[config.mk]
export PLATFORM = sky130hd
export DESIGN_NAME = cfg_bitstream_loader
export DESIGN_NICKNAME = d
export VERILOG_FILES = /design/src/rtl/cfg_bitstream_loader.sv
export SDC_FILE = /design/constraint.sdc
export NUM_CORES = 1
export LEC_CHECK = 0
export CORE_ASPECT_RATIO = 0.6
export CORE_MARGIN = 4
export CORE_UTILIZATION = 47
export CTS_CLUSTER_SIZE = 12
export DETAILED_ROUTE_END_ITERATION = 7
export MAX_ROUTING_LAYER = met4
export PLACE_DENSITY_LB_ADDON = 0.2
export RECOVER_POWER = 100
export SETUP_SLACK_MARGIN = 0.5
export SYNTH_ARGS = -nofsm -noshare
export SYNTH_HDL_FRONTEND = slang
export SYNTH_SLANG_ARGS = --single-unit
[constraint.sdc]
create_clock -name clk -period 4.79 [get_ports clk]
set_input_delay 0.479 -clock clk [delete_from_list [all_inputs] [get_ports clk]]
set_output_delay 0.479 -clock clk [all_outputs]
set_load 0.01 [all_outputs]
[src/rtl/cfg_bitstream_loader.sv]
// Fabric configuration loader: takes host bitstream words over valid/ready and
// shifts them, LSB first, into MX per-column config chains, committing each column with cset.
module cfg_bitstream_loader #(
  parameter int MX       = 3,
  parameter int COL_BITS = 256,
  parameter int WORD_W   = 32
) (
  input  logic              clk,
  input  logic              rst,
  input  logic              start,
  input  logic [WORD_W-1:0] in_data,
  input  logic              in_valid,
  output logic              in_ready,
  output logic [MX-1:0]     cen,
  output logic [MX-1:0]     cset,
  output logic [MX-1:0]     shift_in,
  output logic              busy,
  output logic              done
);

  localparam int BC_W  = $clog2(COL_BITS + 1);
  localparam int COL_W = (MX > 1) ? $clog2(MX) : 1;
  localparam int WB_W  = (WORD_W > 1) ? $clog2(WORD_W) : 1;

  localparam logic [BC_W-1:0]  BC_LAST  = BC_W'(COL_BITS - 1);
  localparam logic [COL_W-1:0] COL_LAST = COL_W'(MX - 1);
  localparam logic [WB_W-1:0]  WB_LAST  = WB_W'(WORD_W - 1);

  localparam logic [1:0] S_IDLE  = 2'd0;
  localparam logic [1:0] S_SHIFT = 2'd1;
  localparam logic [1:0] S_SET   = 2'd2;
  localparam logic [1:0] S_DONE  = 2'd3;

  logic [1:0]        state;
  logic [COL_W-1:0]  col;
  logic [BC_W-1:0]   bc;
  logic [WORD_W-1:0] word_buf;
  logic              buf_vld;
  logic [WB_W-1:0]   wb;

  logic [WORD_W-1:0] cur_word;
  logic [WB_W-1:0]   cur_wb;
  logic              cur_bit;
  logic              col_end;
  logic              last_usable;
  logic              accept;
  logic              fire;
  logic [MX-1:0]     col_sel;

  // When the buffer is empty the incoming word is used directly (bypass), so the
  // first bit of every word goes out in the same cycle the word is accepted.
  always_comb begin
    cur_word    = buf_vld ? word_buf : in_data;
    cur_wb      = buf_vld ? wb : '0;
    cur_bit     = cur_word[cur_wb];
    col_end     = (bc == BC_LAST);
    last_usable = (cur_wb == WB_LAST) || col_end;
    in_ready    = busy && (state == S_SHIFT) && (!buf_vld || last_usable);
    accept      = in_valid && in_ready;
    fire        = (state == S_SHIFT) && (buf_vld || accept);
    col_sel     = MX'(1) << col;
  end

  // NOTE: the word buffer is pure datapath qualified by buf_vld, so it carries no
  // reset; only control state and outputs need a defined value after reset.
  always_ff @(posedge clk) begin
    if (accept) word_buf <= in_data;
  end

  always_ff @(posedge clk or negedge rst) begin
    if (!rst) begin
      state    <= S_IDLE;
      col      <= '0;
      bc       <= '0;
      buf_vld  <= 1'b0;
      wb       <= '0;
      cen      <= '0;
      cset     <= '0;
      shift_in <= '0;
      busy     <= 1'b0;
      done     <= 1'b0;
    end else begin
      // NOTE: pulse outputs default low every cycle; a later non-blocking
      // assignment in the same block overrides the default.
      cen  <= '0;
      cset <= '0;
      done <= 1'b0;

      case (state)
        S_IDLE: begin
          if (done) begin
            busy <= 1'b0;
          end else if (start && !busy) begin
            state   <= S_SHIFT;
            busy    <= 1'b1;
            col     <= '0;
            bc      <= '0;
            buf_vld <= 1'b0;
            wb      <= '0;
          end
        end

        S_SHIFT: begin
          // Stall cycles leave shift_in untouched so the chain input stays stable.
          if (fire) begin
            cen      <= col_sel;
            shift_in <= cur_bit ? col_sel : '0;
            if (col_end) begin
              bc    <= '0;
              state <= S_SET;
            end else begin
              bc <= bc + 1'b1;
            end
          end

          if (buf_vld && accept) begin
            buf_vld <= 1'b1;
            wb      <= '0;
          end else if (fire) begin
            if (last_usable) begin
              buf_vld <= 1'b0;
            end else begin
              buf_vld <= 1'b1;
              wb      <= cur_wb + 1'b1;
            end
          end
        end

        S_SET: begin
          cset <= col_sel;
          if (col == COL_LAST) begin
            state <= S_DONE;
          end else begin
            col   <= col + 1'b1;
            state <= S_SHIFT;
          end
        end

        S_DONE: begin
          done     <= 1'b1;
          state    <= S_IDLE;
          col      <= '0;
          buf_vld  <= 1'b0;
          shift_in <= '0;
        end

        default: state <= S_IDLE;
      endcase
    end
  end

endmodule

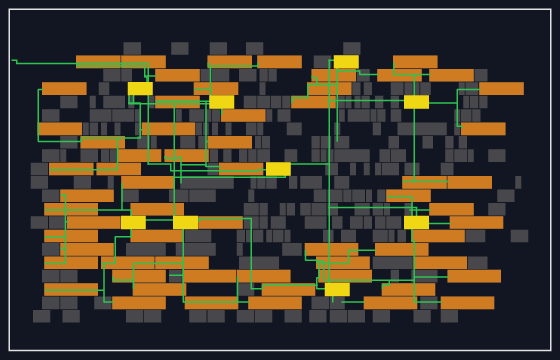
Figure 1: routed clock nets over the placement.
Key: clock wires = green [length 822 um]; clock-net drivers = yellow [count 9]; flip-flops = orange [count 62]
Position of the flops: widely spread.
worst clock skew: 0.00975 ns
worst skew pair latency: 0.34 ns
clock group share of total power: 29.4%
clock network power: 0.456 mW

==> deck_impl_summary.md <==
Synthesis and Place & Route Summary

Status
  • Outcome: finished with violations
  • Failing checks: max-capacitance violations, max-slew violations

Pwr
  • Pwr dens: 435 mW/mm^2
  • Lkg Pwr: roughly 1.4 nW
  • Worst VDD drop: 244 uV

Timing
  • Count of final setup violators: 0
  • Fmax: 270 MHz
  • Slack of the critical path: 1.08 ns
  • Setup TNS: 0 ns
  • Fin Hold WS: around 0.47 ns
  • Final max-slew violation count: between 60 and 70
  • Unrepaired setup endpoints after global routing: false
  • Minimum clock period after layout: ~3.7 ns
  • Slew of the pin with the lowest slew margin: 1.67 ns
  • Period utilization: 77.4%
  • Rel. slew slack: -11.0%
  • Final hold vios: 0

Synth
  • Mux cell area share after synthesis: 6.52%
  • Synth top area cells: edfxtp_1, dfrtp_1, mux4_2
  • Post-synth seq share: 58.7%
  • Yosys xor share: 0.300%
  • Area leader share: 32.9%
  • Most frequent cell after synthesis: edfxtp_1
  • Synthesis-stage register bit count: a little over 60
  • Main logic family: AND-OR/OR-AND gates
  • Post-synthesis simple-gate area fraction: 12.8%
  • Synth area leader: edfxtp_1
  • Avg Synthesized Cell Area: 12.6 sq um
  • Synthesis Warnings: 0
  • EDFF count, synth: 32
  • # Cells Yosys: 231
  • Ys async rst share: 48.4%
  • Gate Count Post-Synth: 231
  • Mapped Area: 0.00292 sq mm
  • Count of cell types in the netlist: 51
  • Synthesis area per yosys: around 0.003 sq mm
  • Main flop type after synthesis: edfxtp_1
  • Commonest cells post-synth: edfxtp_1, dfrtp_1, nand2_1
  • Yosys adder share: 2.57%
  • Nets at Floorplan: around 270
  • AO/OA Area Share: 15.1%

Floorplan
  • Core ar.: 0.00578 sq mm
  • Floorplan-stage core utilization: 50.5%
  • Die ar.: 0.00757 sq mm
  • I/O pin total: 48
  • Die W: approximately 110 um
  • Die Ht: 69.0 um
  • Site row count: 21

Drt
  • Antenna Nets Post-Route: 0
  • # DRC: 0
  • Routed length per instance: 16.2 um
  • Vias per inst: 5.43
  • First DRT Iteration DRCs: 128
  • Detailed Routing Iterations Pass 1: 4

Finish
  • Post-route cell area: 0.00357 sq mm
  • Layout area overhead: 22.5%
  • Final #Nets: 324
  • Filler Cell Count: 482
  • Most numerous logic cells after layout: dlygate4sd3_1, edfxtp_1, dfrtp_1
  • ANT cells: 0
  • Post-Layout Cell Count: 367
  • Most frequent logic cell in the layout: dlygate4sd3_1
  • Share of layout cells above drive strength 1: 10.1%

Global routing
  • First-pass GRT wire length: 9910 um
  • Vias in the first global route: 1968
  • GRT Total Usage: between 15 and 20%
  • Initial antenna violation count: 0
  • Largest net degree at the start of global routing: 33
  • Grt ovf: 0

Place
  • IO buf count: 47
  • Placed Cells: 351
  • Worst slack, placed: 1.65 ns
  • Gpl congestion: 0.832
  • HPWL Detailed: 4340 um
  • Placement Cell Area: 0.00345 sq mm

Clock network
  • CTS Root Cell: clkbuf_8
  • Clk sinks: 62
  • Clk slew on worst S/H paths: about 0.07 ns
  • Buffers inserted by post-CTS timing repair: 0
  • CTS tree: done
  • Cts-stage hold buffer count: 0
  • Num CTS Buffers: 9
  • CTS resizes: 0
  • Clock Path Buffers: 2
  • Number of H-tree levels: 3

Worst setup path
  • Crit path capture: word_buf[6]$_DFFE_PP_
  • R2r setup slk: 1.08 ns
  • WP depth: 8
  • Cell at the slowest stage of the critical path: clkbuf_1
  • WP buf/inv: 2
  • Crit path DRT: 4.73 ns
  • CP startpoint kind: flip-flop
  • Worst reg2reg startpoint: wb[0]$_DFFE_PN0P_
  • Reg2Reg Depth: 8
  • Crit-path leading delay family: buffers and inverters
  • CP cell instances: and2_0 > ha_1 > and4_1 > ha_1 > inv_1 > o31a_2 > a211oi_4 > clkbuf_1
  • CP Max Fanout: 32
  • WP data arrival: between 3 and 4 ns
  • CP endpoint kind: flip-flop
  • CP dominant cell by count: ha_1
  • FF-to-FF End: word_buf[6]$_DFFE_PP_
  • Crit Path Class: reg -> reg
  • Crit-path max cell delay: 1.22 ns
  • CP Launch Point: wb[0]$_DFFE_PN0P_

Run
  • Log Warnings: 28
  • Max cap viols: 2

Hold path
  • Worst Hold Class: reg -> reg
  • Hold Path Depth: 1
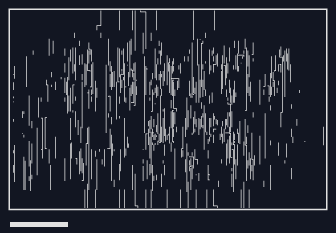
Figure 2: met2 routing.
Scale bar: 20 um.
The layer carries 2360 um of wire. The layer holds 40% of the routed length. The longest straight run is 26.5 um.
Vias: 1991
WL final: 5930 um
GR Util met2: 21.5%

power by group:
group	switching (mW)	leakage, nW	internal [mW]
logic	0.176	0.644	0.185
clock network	0.216	0.0972	0.241
registers	0.106	0.680	0.631
cell type report:
class / count / area (sq um) / share of cell area (%)
sequential: 62 / 1710 / 47.9
multi-input combinational: 143 / 1020 / 28.6
timing repair buffer: 49 / 478 / 13.4
clock buffer: 9 / 124 / 3.47
tap: 80 / 100 / 2.80
clock inverter: 7 / 72.6 / 2.03
inverter: 17 / 63.8 / 1.79
per-stage QoR:
stage | utilization (%) | power, mW
finish | 61.8 | 1.55
global route | 61.8 | 1.65
CTS | 63.2 | 1.60
detailed placement | 59.8 | 1.14
global placement | 59.8 | 1.13
floorplan | - | 1.02
flip-flops by register name, summed over array words and instances, names as in the netlist:
name,cells
cen,3
cset,3
busy,1
bc,9
word_buf,32
col,2
state,2
shift_in,3
buf_vld,1
wb,5
done,1
worst min-delay path by stage:
stage / startpoint / end / slack, ns
finish: done$_DFF_PN0_ / busy$_DFFE_PN0P_ / 0.47
CTS: done$_DFF_PN0_ / busy$_DFFE_PN0P_ / 0.49
detailed placement: done$_DFF_PN0_ / busy$_DFFE_PN0P_ / 0.47
global placement: bc[7]$_DFFE_PN0P_ / bc[7]$_DFFE_PN0P_ / 0.47
global route: done$_DFF_PN0_ / busy$_DFFE_PN0P_ / 0.50
floorplan: rst / bc[0]$_DFFE_PN0P_ / 0.18
layer usage:
layer,GRT usage [%],vias up,part of all wire (%)
met5,-,-,0
met4,5.81,0,1.1
met3,5.32,7,6.4
met2,21.5,66,40
met1,27.5,960,53
li1,-,958,-
Power is estimated from default activity; no workload was simulated.
